run_1/metal_stack.png
The bar under the picture is 20 um long.
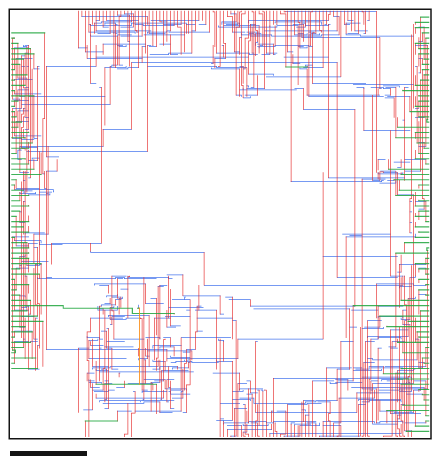
run_1/port_nets.png
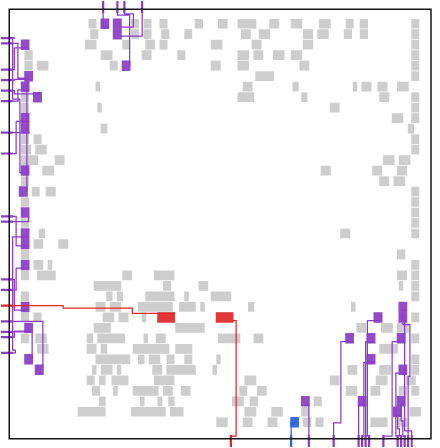
run_1/pins.png
Pins as bars across the die edge, other pins in grey.
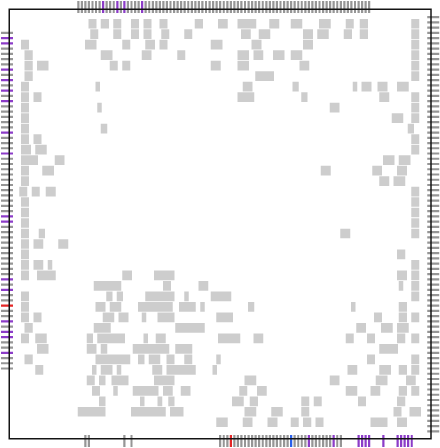
### src/rtl/biu_arb_pkg.sv
// Arbiter types: FSM state enum, owner encoding
// and the state-to-owner mapping.
package biu_arb_pkg;

  typedef enum logic [1:0] {
    ARB_IDLE   = 2'd0,
    ARB_GNT_IM = 2'd1,
    ARB_GNT_DM = 2'd2
  } arb_state_t;

  localparam logic [1:0] OWN_NONE = 2'd0;
  localparam logic [1:0] OWN_IM   = 2'd1;
  localparam logic [1:0] OWN_DM   = 2'd2;

  function automatic logic [1:0] own_of(
    input arb_state_t s
  );
    logic [1:0] o;
    o = OWN_NONE;
    unique case (s)
      ARB_GNT_IM: o = OWN_IM;
      ARB_GNT_DM: o = OWN_DM;
      default:    o = OWN_NONE;
    endcase
    return o;
  endfunction

endpackage

### src/rtl/biu_constants_pkg.sv
// BIU shared constants: transfer size encoding
// used by the core ports, the arbiter and the external BIU.
package biu_constants_pkg;

  typedef enum logic [1:0] {
    BIU_SIZE_B = 2'd0,
    BIU_SIZE_H = 2'd1,
    BIU_SIZE_W = 2'd2
  } biu_size_t;

endpackage

### src/rtl/biu_arb_watchdog.sv
// Grant watchdog: counts cycles spent in a grant
// state and flags the cycle the limit is reached.
module biu_arb_watchdog #(
  parameter int TIMEOUT_CYCLES = 64
) (
  input  logic clk,
  input  logic rst,
  input  logic i_active,
  output logic o_timeout
);

  localparam int CW = $clog2(TIMEOUT_CYCLES + 1);

  logic [CW-1:0] r_cnt;

  // first grant cycle sees 0, so the flag fires
  // in grant cycle number TIMEOUT_CYCLES
  assign o_timeout = i_active &&
    (r_cnt == CW'(TIMEOUT_CYCLES - 1));

  // count while granted, clear whenever idle
  always_ff @(posedge clk) begin
    if (rst || !i_active) begin
      r_cnt <= '0;
    end else if (!o_timeout) begin
      r_cnt <= r_cnt + CW'(1);
    end
  end

endmodule

### src/rtl/biu_mem_arbiter.sv
// Fetch/data bus arbiter, one transaction in flight.
// Optional watchdog: define ARB_WATCHDOG_EN.
module biu_mem_arbiter
  import biu_constants_pkg::*;
  import biu_arb_pkg::*;
#(
  parameter int XLEN           = 32,
  parameter int DM_BURST_MAX   = 4,
  parameter int TIMEOUT_CYCLES = 64
) (
  input  logic            clk,
  input  logic            rst,
  input  logic            im_req,
  input  logic [XLEN-1:0] im_adr,
  input  biu_size_t       im_size,
  output logic [XLEN-1:0] im_q,
  output logic            im_ack,
  output logic            im_err,
  input  logic            dm_req,
  input  logic [XLEN-1:0] dm_adr,
  input  logic [XLEN-1:0] dm_d,
  input  logic            dm_we,
  input  biu_size_t       dm_size,
  output logic [XLEN-1:0] dm_q,
  output logic            dm_ack,
  output logic            dm_err,
  output logic            bus_req,
  output logic [XLEN-1:0] bus_adr,
  output logic [XLEN-1:0] bus_d,
  output logic            bus_we,
  output biu_size_t       bus_size,
  input  logic [XLEN-1:0] bus_q,
  input  logic            bus_ack,
  input  logic            bus_err,
  output logic [1:0]      owner
);

  localparam int SW = $clog2(DM_BURST_MAX + 1);
  localparam logic [SW-1:0] SMAX = SW'(DM_BURST_MAX);

  if (DM_BURST_MAX < 1) begin : g_chk_burst
    $error("DM_BURST_MAX must be >= 1");
  end
  if (TIMEOUT_CYCLES < 2) begin : g_chk_tmo
    $error("TIMEOUT_CYCLES must be >= 2");
  end

  arb_state_t    r_state;
  arb_state_t    w_next;
  logic [SW-1:0] r_starve;
  logic          w_tmo;
  logic          w_tmo_hit;
  logic          w_done;

`ifdef ARB_WATCHDOG_EN
  biu_arb_watchdog #(
    .TIMEOUT_CYCLES(TIMEOUT_CYCLES)
  ) u_wdog (
    .clk      (clk),
    .rst      (rst),
    .i_active (r_state != ARB_IDLE),
    .o_timeout(w_tmo)
  );
`else
  assign w_tmo = 1'b0;
`endif

  // a real bus response in the limit cycle wins
  assign w_tmo_hit = w_tmo && !bus_ack && !bus_err;
  assign w_done    = bus_ack || bus_err || w_tmo;
  assign owner     = own_of(r_state);

  // state register
  always_ff @(posedge clk) begin
    if (rst) begin
      r_state <= ARB_IDLE;
    end else begin
      r_state <= w_next;
    end
  end

  // next state: dm first unless im has starved
  always_comb begin
    w_next = r_state;
    unique case (r_state)
      ARB_IDLE: begin
        if (dm_req && im_req) begin
          w_next = (r_starve == SMAX) ?
            ARB_GNT_IM : ARB_GNT_DM;
        end else if (dm_req) begin
          w_next = ARB_GNT_DM;
        end else if (im_req) begin
          w_next = ARB_GNT_IM;
        end
      end
      ARB_GNT_IM, ARB_GNT_DM: begin
        if (w_done) w_next = ARB_IDLE;
      end
      default: w_next = ARB_IDLE;
    endcase
  end

  // starvation counter: dm grants while im waits
  always_ff @(posedge clk) begin
    if (rst) begin
      r_starve <= '0;
    end else if (r_state == ARB_IDLE) begin
      if (w_next == ARB_GNT_IM || !im_req) begin
        r_starve <= '0;
      end else if (w_next == ARB_GNT_DM &&
                   r_starve != SMAX) begin
        r_starve <= r_starve + SW'(1);
      end
    end
  end

  // outputs: bus mux and response routing
  always_comb begin
    bus_req  = 1'b0;
    bus_adr  = '0;
    bus_d    = '0;
    bus_we   = 1'b0;
    bus_size = BIU_SIZE_B;
    im_q     = '0;
    im_ack   = 1'b0;
    im_err   = 1'b0;
    dm_q     = '0;
    dm_ack   = 1'b0;
    dm_err   = 1'b0;
    unique case (r_state)
      ARB_GNT_IM: begin
        bus_req  = 1'b1;
        bus_adr  = im_adr;
        bus_size = im_size;
        im_q     = bus_q;
        im_ack   = bus_ack && !bus_err;
        im_err   = bus_err || w_tmo_hit;
      end
      ARB_GNT_DM: begin
        bus_req  = 1'b1;
        bus_adr  = dm_adr;
        bus_d    = dm_d;
        bus_we   = dm_we;
        bus_size = dm_size;
        dm_q     = bus_q;
        dm_ack   = bus_ack && !bus_err;
        dm_err   = bus_err || w_tmo_hit;
      end
      default: ;
    endcase
  end

endmodule
### config.mk
export PLATFORM = sky130hd
export DESIGN_NAME = biu_mem_arbiter
export DESIGN_NICKNAME = d
export VERILOG_FILES = /design/src/rtl/biu_arb_pkg.sv /design/src/rtl/biu_constants_pkg.sv /design/src/rtl/biu_arb_watchdog.sv /design/src/rtl/biu_mem_arbiter.sv
export SDC_FILE = /design/constraint.sdc
export NUM_CORES = 1
export LEC_CHECK = 0
export CAP_MARGIN = 20
export CELL_PAD_IN_SITES_DETAIL_PLACEMENT = 1
export CELL_PAD_IN_SITES_GLOBAL_PLACEMENT = 2
export CORE_AREA = 2 2 107 109
export CTS_BUF_LIST = sky130_fd_sc_hd__clkbuf_4 sky130_fd_sc_hd__clkbuf_8 sky130_fd_sc_hd__clkbuf_16
export DETAILED_ROUTE_END_ITERATION = 6
export DIE_AREA = 0 0 109 111
export DONT_BUFFER_PORTS = 1
export GPL_TIMING_DRIVEN = 0
export PLACE_DENSITY_LB_ADDON = 0.25
export SLEW_MARGIN = 20
export SYNTH_ARGS = -nofsm -noshare
export SYNTH_HDL_FRONTEND = slang
export SYNTH_SLANG_ARGS = --single-unit
### constraint.sdc
create_clock -name clk -period 2.2 [get_ports clk]
set_input_delay 0.33 -clock clk [delete_from_list [all_inputs] [get_ports clk]]
set_output_delay 0.33 -clock clk [all_outputs]
set_load 0.01 [all_outputs]
==> results.txt, run 1 <==
Combinational share of cell area -> 0.753
Leading cell type in the layout, fill and taps excluded -> sky130_fd_sc_hd__and2_1
Hold-fix buffer count after cts -> 0
Register bit total from synthesis -> 5
MUX area fraction -> 0
Sequence of cells on the critical path -> inv_1 > ha_2 > clkbuf_8 > clkbuf_4 > nor2b_2
Clock tree skew after final layout -> 0.000829 ns
Number of warnings in the stage logs -> 33
Critical path arrival -> 1.74 ns
Largest regs -> r_starve: 3 flops, r_state: 2 flops
Startpoint of the lowest-slack hold path -> rst
Residual DRC -> 0
Final nets -> 396
Share of the synthesized netlist area taken by xor and xnor gates -> 0
Final Instance Area -> 2120 um2
R2R setup slack -> 0.19 ns
Slowest-stage cell, CP -> sky130_fd_sc_hd__ha_2
Total area of multi-input combinational cells -> 1600 um2
Min-Delay Path Class -> input port to register
Sequential share of cell area -> 0.0484
Unrepaired setup endpoints after global routing -> true
M1 WL -> 2.81 mm
Placeable core region -> 11,100 um2
Filler cell count in the final layout -> 1,323
Remaining Overflow, GRT -> 0
Well-Tap Cells -> 143
Stages on worst setup path -> 5
Layout clock area frac -> 0.0389
FF-to-FF path depth -> 7
Number of buffers added by the clock tree synthesis step -> 3
Total cell area at the placement stage -> 1850 um2
Cell group occupying the most layout area -> multi-input combinational cells
Final setup margin -> 0.130 ns
Vias per Instance -> 4.69
Sum of met3 wire segment lengths after detailed routing -> 627 um
Total clock sinks -> 5
Worst IR Drop VDD -> 0.000214 V
Wire length per cell -> 20.2 um
Utilization of the core after routing -> 0.191
Aggregate global-route resource usage -> 0.116
Most heavily used metal layer in global routing -> met2
Std cell rows -> 39
Count of routing violations after the opening detailed-route iteration -> 58
Count of pins over their slew limit -> 0
Post-layout period usage -> 0.941
Run status -> complete, no violations
Power in combinational cells -> 0.513 mW
Type of the worst setup path -> register to primary output
Reg2reg end -> r_starve[0]
Antenna diodes -> 0
Pin slew with the least headroom to its limit -> 0.343 ns
CTS tree -> done
Highest signal layer in the routed design -> met4
Buffer cell driving the clock tree root -> sky130_fd_sc_hd__clkbuf_16
Critical path startpoint -> r_state[0]
Switching share of power -> 0.402
Cell types with the largest area share after synthesis -> sky130_fd_sc_hd__and2_1 (37%), sky130_fd_sc_hd__a22oi_1 (15%), sky130_fd_sc_hd__nor2b_1 (13%)
Max-cap violations -> 0
Fin crit period -> 2.07 ns
Largest net degree at the start of global routing -> 11
Post-route non-filler standard cell count -> 391
P_sw -> 0.377 mW
Post-layout power -> 0.937 mW
Fraction of registers with async set/reset -> 0
Cell accounting for the most synthesized area -> sky130_fd_sc_hd__and2_1
Largest delay share family, worst path -> buffers and inverters
Flip-flop and latch count -> 5
Dpl ws -> -0.430 ns
Total Die Area -> 12,100 um2
Mean Syn Cell Area -> 6.87 um2
Critical Path Fanout Max -> 10
Leakage dissipation -> 0.733 nW
Non-CTS buffers -> 23
Count of final setup violators -> 0
Delay contributed by the slowest stage of the critical path -> 0.39 ns
Wire length of the first global-routing pass -> 10.8 mm
Combinational power share -> 0.548
Buffering overhead -> 0.0649
Gate count of the mapped netlist -> 243
Unique cell types -> 31
GR Util met2 -> 0.234
Met3 Use GR -> 0.0165
Area share of and-or/or-and cells after synthesis -> 0.237
Part of the power in registers -> 0.113
Chip area line of the yosys report -> 1670 um2
Cell count after placement -> 386
Met1 global-route usage -> 0.127
Capturing element of the worst setup path -> bus_adr[3]
Summed instance area of the synthesized netlist -> 1670 um2
Clock-pin transition on the worst setup and hold timing paths -> 0.03 ns
Share of post-route cells with drive strength above 1 -> 0.266
Worst path buffer plus inverter count -> 3
Number of detailed-routing iterations run before antenna repair -> 4
Dpl hpwl -> 6.79 mm
Post-Synthesis Net Count -> 390
Layout Area Growth over Synthesis -> 27.0%
Seq. pwr -> 0.105 mW
Most frequent cells in the layout -> sky130_fd_sc_hd__and2_1 (100), sky130_fd_sc_hd__a22oi_1 (31), sky130_fd_sc_hd__nor2b_2 (30), sky130_fd_sc_hd__clkbuf_1 (7), sky130_fd_sc_hd__clkbuf_4 (7)
Number of global-route vias before repair -> 1,873
Power density cells -> 442 nW/um2
Internal power component -> 0.560 mW
Number of enable-type register cells in the synthesized netlist -> 0
ANT nets after route -> 0
Top power group -> combinational cells
Headroom to the max-slew limit -> 0.769
Final RePlAce weighted congestion -> 0.743
Notes on metal_stack.png above:
met1 -> blue  # wire length 2,810 um
met2 -> red  # wire length 4,440 um
met4 -> orange  # wire length 19.7 um
met3 -> green  # wire length 628 um
via count: 1,834
routed wire length: 7.90 mm

Notes on port_nets.png above:
dm_we -> blue  # bits 1, direction input, end cells 1, buffers 0, wire 4.50 um
owner -> red  # bits 2, direction output, end cells 2, buffers 0, wire 76.7 um
im_q -> purple  # bits 32, direction output, end cells 32, buffers 0, wire 559 um
count of port buffers added during placement: 0
I/O pin count: 277

Notes on pins.png above:
owner -> red  # pins 2, direction output, edge 1 bottom, 1 left
dm_we -> blue  # pins 1, direction input, edge bottom
im_q -> purple  # pins 32, direction output, edge 16 left, 12 bottom, 4 top
all pins by edge = 83 top, 80 right, 65 left, 49 bottom
vertical die size: 111 um
Die Wd: 109 um

==> run 1 -> run 2 <==
--- a/config.mk
+++ b/config.mk
@@ -8,13 +8,14 @@
 export CAP_MARGIN = 20
 export CELL_PAD_IN_SITES_DETAIL_PLACEMENT = 1
 export CELL_PAD_IN_SITES_GLOBAL_PLACEMENT = 2
-export CORE_AREA = 2 2 107 109
+export CORE_AREA = 2 2 108 110
 export CTS_BUF_LIST = sky130_fd_sc_hd__clkbuf_4 sky130_fd_sc_hd__clkbuf_8 sky130_fd_sc_hd__clkbuf_16
 export DETAILED_ROUTE_END_ITERATION = 6
-export DIE_AREA = 0 0 109 111
+export DIE_AREA = 0 0 110 112
 export DONT_BUFFER_PORTS = 1
 export GPL_TIMING_DRIVEN = 0
 export PLACE_DENSITY_LB_ADDON = 0.25
+export SETUP_SLACK_MARGIN = 0.5
 export SLEW_MARGIN = 20
 export SYNTH_ARGS = -nofsm -noshare
 export SYNTH_HDL_FRONTEND = slang
==> constraint.sdc (replaced) <==
create_clock -name clk -period 1.84 [get_ports clk]
set_input_delay 0.276 -clock clk [delete_from_list [all_inputs] [get_ports clk]]
set_output_delay 0.276 -clock clk [all_outputs]
set_load 0.01 [all_outputs]
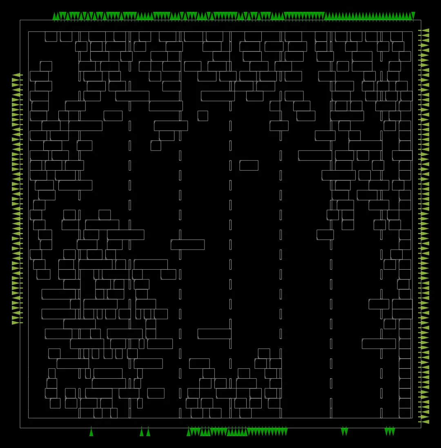
run_2/final_placement.png
sequential share of cell area: 0.0309
flip-flop and latch count: 5
Well-Tap Cells: 143

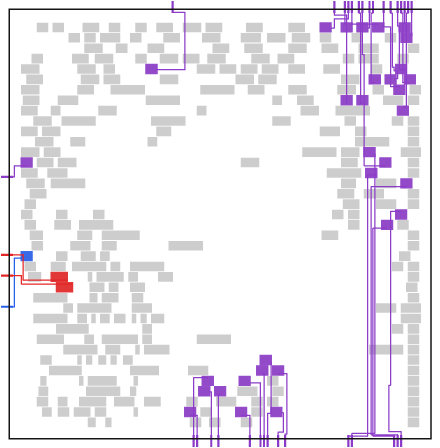
run_2/port_nets.png
dm_we -> blue  # bits 1, direction input, end cells 1, buffers 0, wire 16.1 um
owner -> red  # bits 2, direction output, end cells 2, buffers 0, wire 39.2 um
im_q -> purple  # bits 32, direction output, end cells 32, buffers 0, wire 806 um

==> results.txt, run 2 <==
Run status -> complete, no violations
Final Instance Area -> 3520 um2
Total Die Area -> 12,300 um2
Met1 global-route usage -> 0.151
Layout Area Growth over Synthesis -> 111%
Dpl ws -> -0.0556 ns
Largest net degree at the start of global routing -> 11
Combinational power share -> 0.709
Share of post-route cells with drive strength above 1 -> 0.884
Worst path buffer plus inverter count -> 2
Placeable core region -> 11,200 um2
Cell count after placement -> 386
Internal power component -> 1.13 mW
Total area of multi-input combinational cells -> 2200 um2
Cell group occupying the most layout area -> multi-input combinational cells
Post-route non-filler standard cell count -> 427
Startpoint of the lowest-slack hold path -> rst
Combinational share of cell area -> 0.625
Delay contributed by the slowest stage of the critical path -> 0.38 ns
Post-Synthesis Net Count -> 390
Register bit total from synthesis -> 5
Number of enable-type register cells in the synthesized netlist -> 0
Capturing element of the worst setup path -> r_starve[0]
GR Util met2 -> 0.263
Count of pins over their slew limit -> 0
Layout clock area frac -> 0.0234
Vias per Instance -> 4.84
Fin crit period -> 1.82 ns
Count of final setup violators -> 0
Number of detailed-routing iterations run before antenna repair -> 3
Number of warnings in the stage logs -> 35
Gate count of the mapped netlist -> 243
Critical path arrival -> 1.97 ns
Stages on worst setup path -> 7
Unique cell types -> 31
Leading cell type in the layout, fill and taps excluded -> sky130_fd_sc_hd__and2_4
Vertical die size -> 112 um
MUX area fraction -> 0
Max-cap violations -> 0
Sequence of cells on the critical path -> inv_6 > ha_4 > clkbuf_16 > and3_4 > o2111ai_4 > or3_1 > a31oi_1
M1 WL -> 3.47 mm
Count of port buffers added during placement -> 0
Dpl hpwl -> 7.20 mm
Number of buffers added by the clock tree synthesis step -> 3
Slowest-stage cell, CP -> sky130_fd_sc_hd__dfxtp_4
Post-layout period usage -> 0.989
Seq. pwr -> 0.127 mW
Cell types with the largest area share after synthesis -> sky130_fd_sc_hd__and2_1 (37%), sky130_fd_sc_hd__a22oi_1 (15%), sky130_fd_sc_hd__nor2b_1 (13%)
Hold-fix buffer count after cts -> 0
Most frequent cells in the layout -> sky130_fd_sc_hd__and2_4 (100), sky130_fd_sc_hd__a22oi_2 (34), sky130_fd_sc_hd__nor2b_4 (30), sky130_fd_sc_hd__buf_8 (19), sky130_fd_sc_hd__clkbuf_16 (18)
Crit start category -> register
Count of routing violations after the opening detailed-route iteration -> 50
Non-CTS buffers -> 59
Largest regs -> r_starve: 3 flops, r_state: 2 flops
Total clock sinks -> 5
ANT nets after route -> 0
Residual DRC -> 0
Number of global-route vias before repair -> 2,117
Summed instance area of the synthesized netlist -> 1670 um2
FF-to-FF path depth -> 7
Critical Path Fanout Max -> 9
Fraction of registers with async set/reset -> 0
Min-Delay Path Class -> input port to register
Routed wire length -> 9.78 mm
Top power group -> combinational cells
Total cell area at the placement stage -> 2240 um2
Clock-pin transition on the worst setup and hold timing paths -> 0.03 ns
Pin slew with the least headroom to its limit -> 0.385 ns
Buffering overhead -> 0.260
Area share of and-or/or-and cells after synthesis -> 0.237
Chip area line of the yosys report -> 1670 um2
Antenna diodes -> 0
Via count -> 2,067
Part of the power in registers -> 0.074
Leakage dissipation -> 1.33 nW
Reg2reg end -> r_starve[0]
Highest signal layer in the routed design -> met4
Worst IR Drop VDD -> 0.000418 V
P_sw -> 0.588 mW
Std cell rows -> 39
Wire length of the first global-routing pass -> 12.7 mm
Buffer cell driving the clock tree root -> sky130_fd_sc_hd__clkbuf_16
Largest delay share family, worst path -> simple AND/OR/NAND/NOR gates
Share of the synthesized netlist area taken by xor and xnor gates -> 0
Power density cells -> 486 nW/um2
Final RePlAce weighted congestion -> 0.656
Remaining Overflow, GRT -> 0
Filler cell count in the final layout -> 1,233
Die Wd -> 110 um
Mean Syn Cell Area -> 6.87 um2
Cell accounting for the most synthesized area -> sky130_fd_sc_hd__and2_1
Utilization of the core after routing -> 0.315
Post-layout power -> 1.71 mW
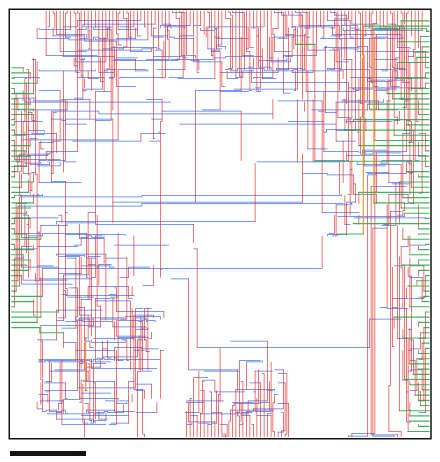
run_2/metal_stack.png
The bar under the picture is 20 um long.
met1 -> blue  # wire length 3,470 um
met2 -> red  # wire length 5,500 um
met4 -> orange  # wire length 114 um
met3 -> green  # wire length 705 um
wire length per cell: 22.9 um
aggregate global-route resource usage: 0.134

==> run 2 -> run 3 <==
--- a/config.mk
+++ b/config.mk
@@ -8,10 +8,10 @@
 export CAP_MARGIN = 20
 export CELL_PAD_IN_SITES_DETAIL_PLACEMENT = 1
 export CELL_PAD_IN_SITES_GLOBAL_PLACEMENT = 2
-export CORE_AREA = 2 2 108 110
+export CORE_AREA = 4 4 104 106
 export CTS_BUF_LIST = sky130_fd_sc_hd__clkbuf_4 sky130_fd_sc_hd__clkbuf_8 sky130_fd_sc_hd__clkbuf_16
 export DETAILED_ROUTE_END_ITERATION = 6
-export DIE_AREA = 0 0 110 112
+export DIE_AREA = 0 0 108 110
 export DONT_BUFFER_PORTS = 1
 export GPL_TIMING_DRIVEN = 0
 export PLACE_DENSITY_LB_ADDON = 0.25
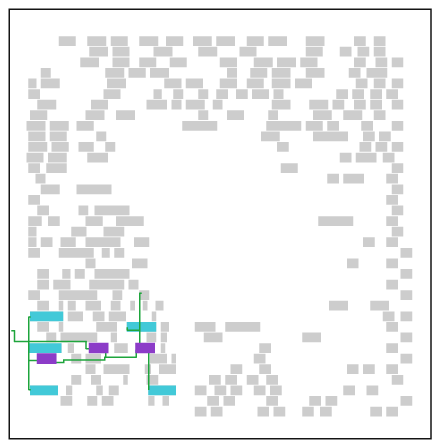
run_3/clock_map.png
cells driving clock nets -> purple  # count 3
flip-flops -> cyan  # count 5
clock wires -> green  # length 114 um
flops lie = lower left
routed clock nets = 4
clock insertion delay at the later pin of the skew report: 0.22 ns
clock tree skew after final layout: 0.00348 ns

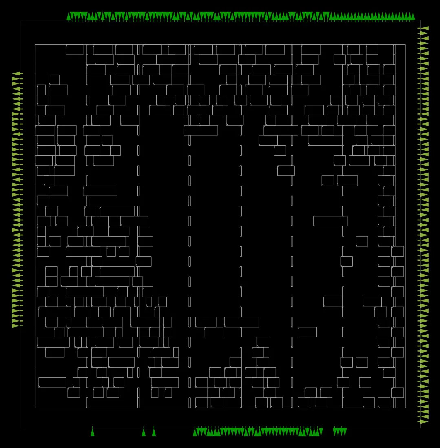
run_3/final_placement.png
post-route non-filler standard cell count: 406
sequential share of cell area: 0.0346

==> results.txt, run 3 <==
Post-layout period usage -> 0.974
Power density cells -> 437 nW/um2
Main synth FF type -> sky130_fd_sc_hd__dfxtp_1
Placeable core region -> 9770 um2
Critical path startpoint -> r_state[1]
Most heavily used metal layer in global routing -> met2
Count of pins over their slew limit -> 0
Largest net degree at the start of global routing -> 11
Number of warnings in the stage logs -> 35
Cell count after placement -> 376
Count of port buffers added during placement -> 0
Cell types with the largest area share after synthesis -> sky130_fd_sc_hd__and2_1 (37%), sky130_fd_sc_hd__a22oi_1 (15%), sky130_fd_sc_hd__nor2b_1 (13%)
Largest delay share family, worst path -> simple AND/OR/NAND/NOR gates
Total clock sinks -> 5
Fraction of registers with async set/reset -> 0
Stages on worst setup path -> 7
Delay contributed by the slowest stage of the critical path -> 0.37 ns
Total area of multi-input combinational cells -> 2170 um2
Post-Synthesis Net Count -> 390
Capturing element of the worst setup path -> r_starve[0]
Buffer cell driving the clock tree root -> sky130_fd_sc_hd__clkbuf_8
Cell accounting for the most synthesized area -> sky130_fd_sc_hd__and2_1
Final Instance Area -> 3150 um2
Clock-pin transition on the worst setup and hold timing paths -> 0.04 ns
Combinational power share -> 0.750
Number of detailed-routing iterations run before antenna repair -> 4
FF-to-FF path depth -> 7
Final nets -> 421
Switching share of power -> 0.382
Slowest-stage cell, CP -> sky130_fd_sc_hd__dfxtp_4
P_sw -> 0.526 mW
Via count -> 1,963
Share of post-route cells with drive strength above 1 -> 0.842
Dpl hpwl -> 7.80 mm
Summed instance area of the synthesized netlist -> 1670 um2
Chip area line of the yosys report -> 1670 um2
Worst path buffer plus inverter count -> 2
Count of final setup violators -> 0
Non-CTS buffers -> 48
Most frequent cells in the layout -> sky130_fd_sc_hd__and2_4 (97), sky130_fd_sc_hd__a22oi_2 (31), sky130_fd_sc_hd__nor2b_4 (30), sky130_fd_sc_hd__buf_4 (15), sky130_fd_sc_hd__clkbuf_8 (10)
Cell group occupying the most layout area -> multi-input combinational cells
Area share of and-or/or-and cells after synthesis -> 0.237
Number of global-route vias before repair -> 2,010
Wire length of the first global-routing pass -> 12.5 mm
Unrepaired setup endpoints after global routing -> true
Number of buffers added by the clock tree synthesis step -> 3
I/O pin count -> 277
Wire length per cell -> 23.8 um
Max-cap violations -> 0
Highest signal layer in the routed design -> met4
Run status -> complete, no violations
Final RePlAce weighted congestion -> 0.732
Total Die Area -> 11,900 um2
Buffering overhead -> 0.199
Flip-flop and latch count -> 5
Utilization of the core after routing -> 0.322
CTS tree -> done
Leakage dissipation -> 1.18 nW
Hold-fix buffer count after cts -> 0
Combinational share of cell area -> 0.689
Register bit total from synthesis -> 5
Number of enable-type register cells in the synthesized netlist -> 0
Type of the worst setup path -> register to register
Power in combinational cells -> 1.03 mW
Largest regs -> r_starve: 3 flops, r_state: 2 flops
Startpoint of the lowest-slack hold path -> rst
Internal power component -> 0.850 mW
Critical path arrival -> 1.93 ns
GR Util met2 -> 0.250
Seq. pwr -> 0.124 mW
Top power group -> combinational cells
Residual DRC -> 0
Post-layout power -> 1.38 mW
Unique cell types -> 31
Leading cell type in the layout, fill and taps excluded -> sky130_fd_sc_hd__and2_4
Worst IR Drop VDD -> 0.000392 V
Vias per Instance -> 4.83
Dpl ws -> -0.0406 ns
Reg2reg end -> r_starve[0]
Total cell area at the placement stage -> 2230 um2
Well-Tap Cells -> 133
Met1 global-route usage -> 0.152
Layout clock area frac -> 0.0155
Min-Delay Path Class -> input port to register
ANT nets after route -> 0
Aggregate global-route resource usage -> 0.133
Met3 Use GR -> 0.0408
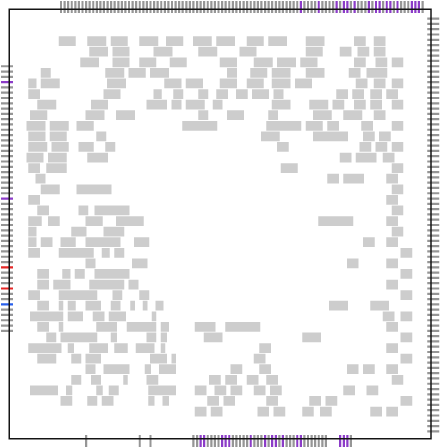
run_3/pins.png
Pins as bars across the die edge, other pins in grey.
owner -> red  # pins 2, direction output, edge left
dm_we -> blue  # pins 1, direction input, edge left
im_q -> purple  # pins 32, direction output, edge 15 bottom, 15 top, 2 left
all pins by edge = 102 top, 79 right, 51 left, 45 bottom
Die Wd: 108 um
vertical die size: 110 um

Power figures rest on the tool's default switching activity, not on a simulated workload.
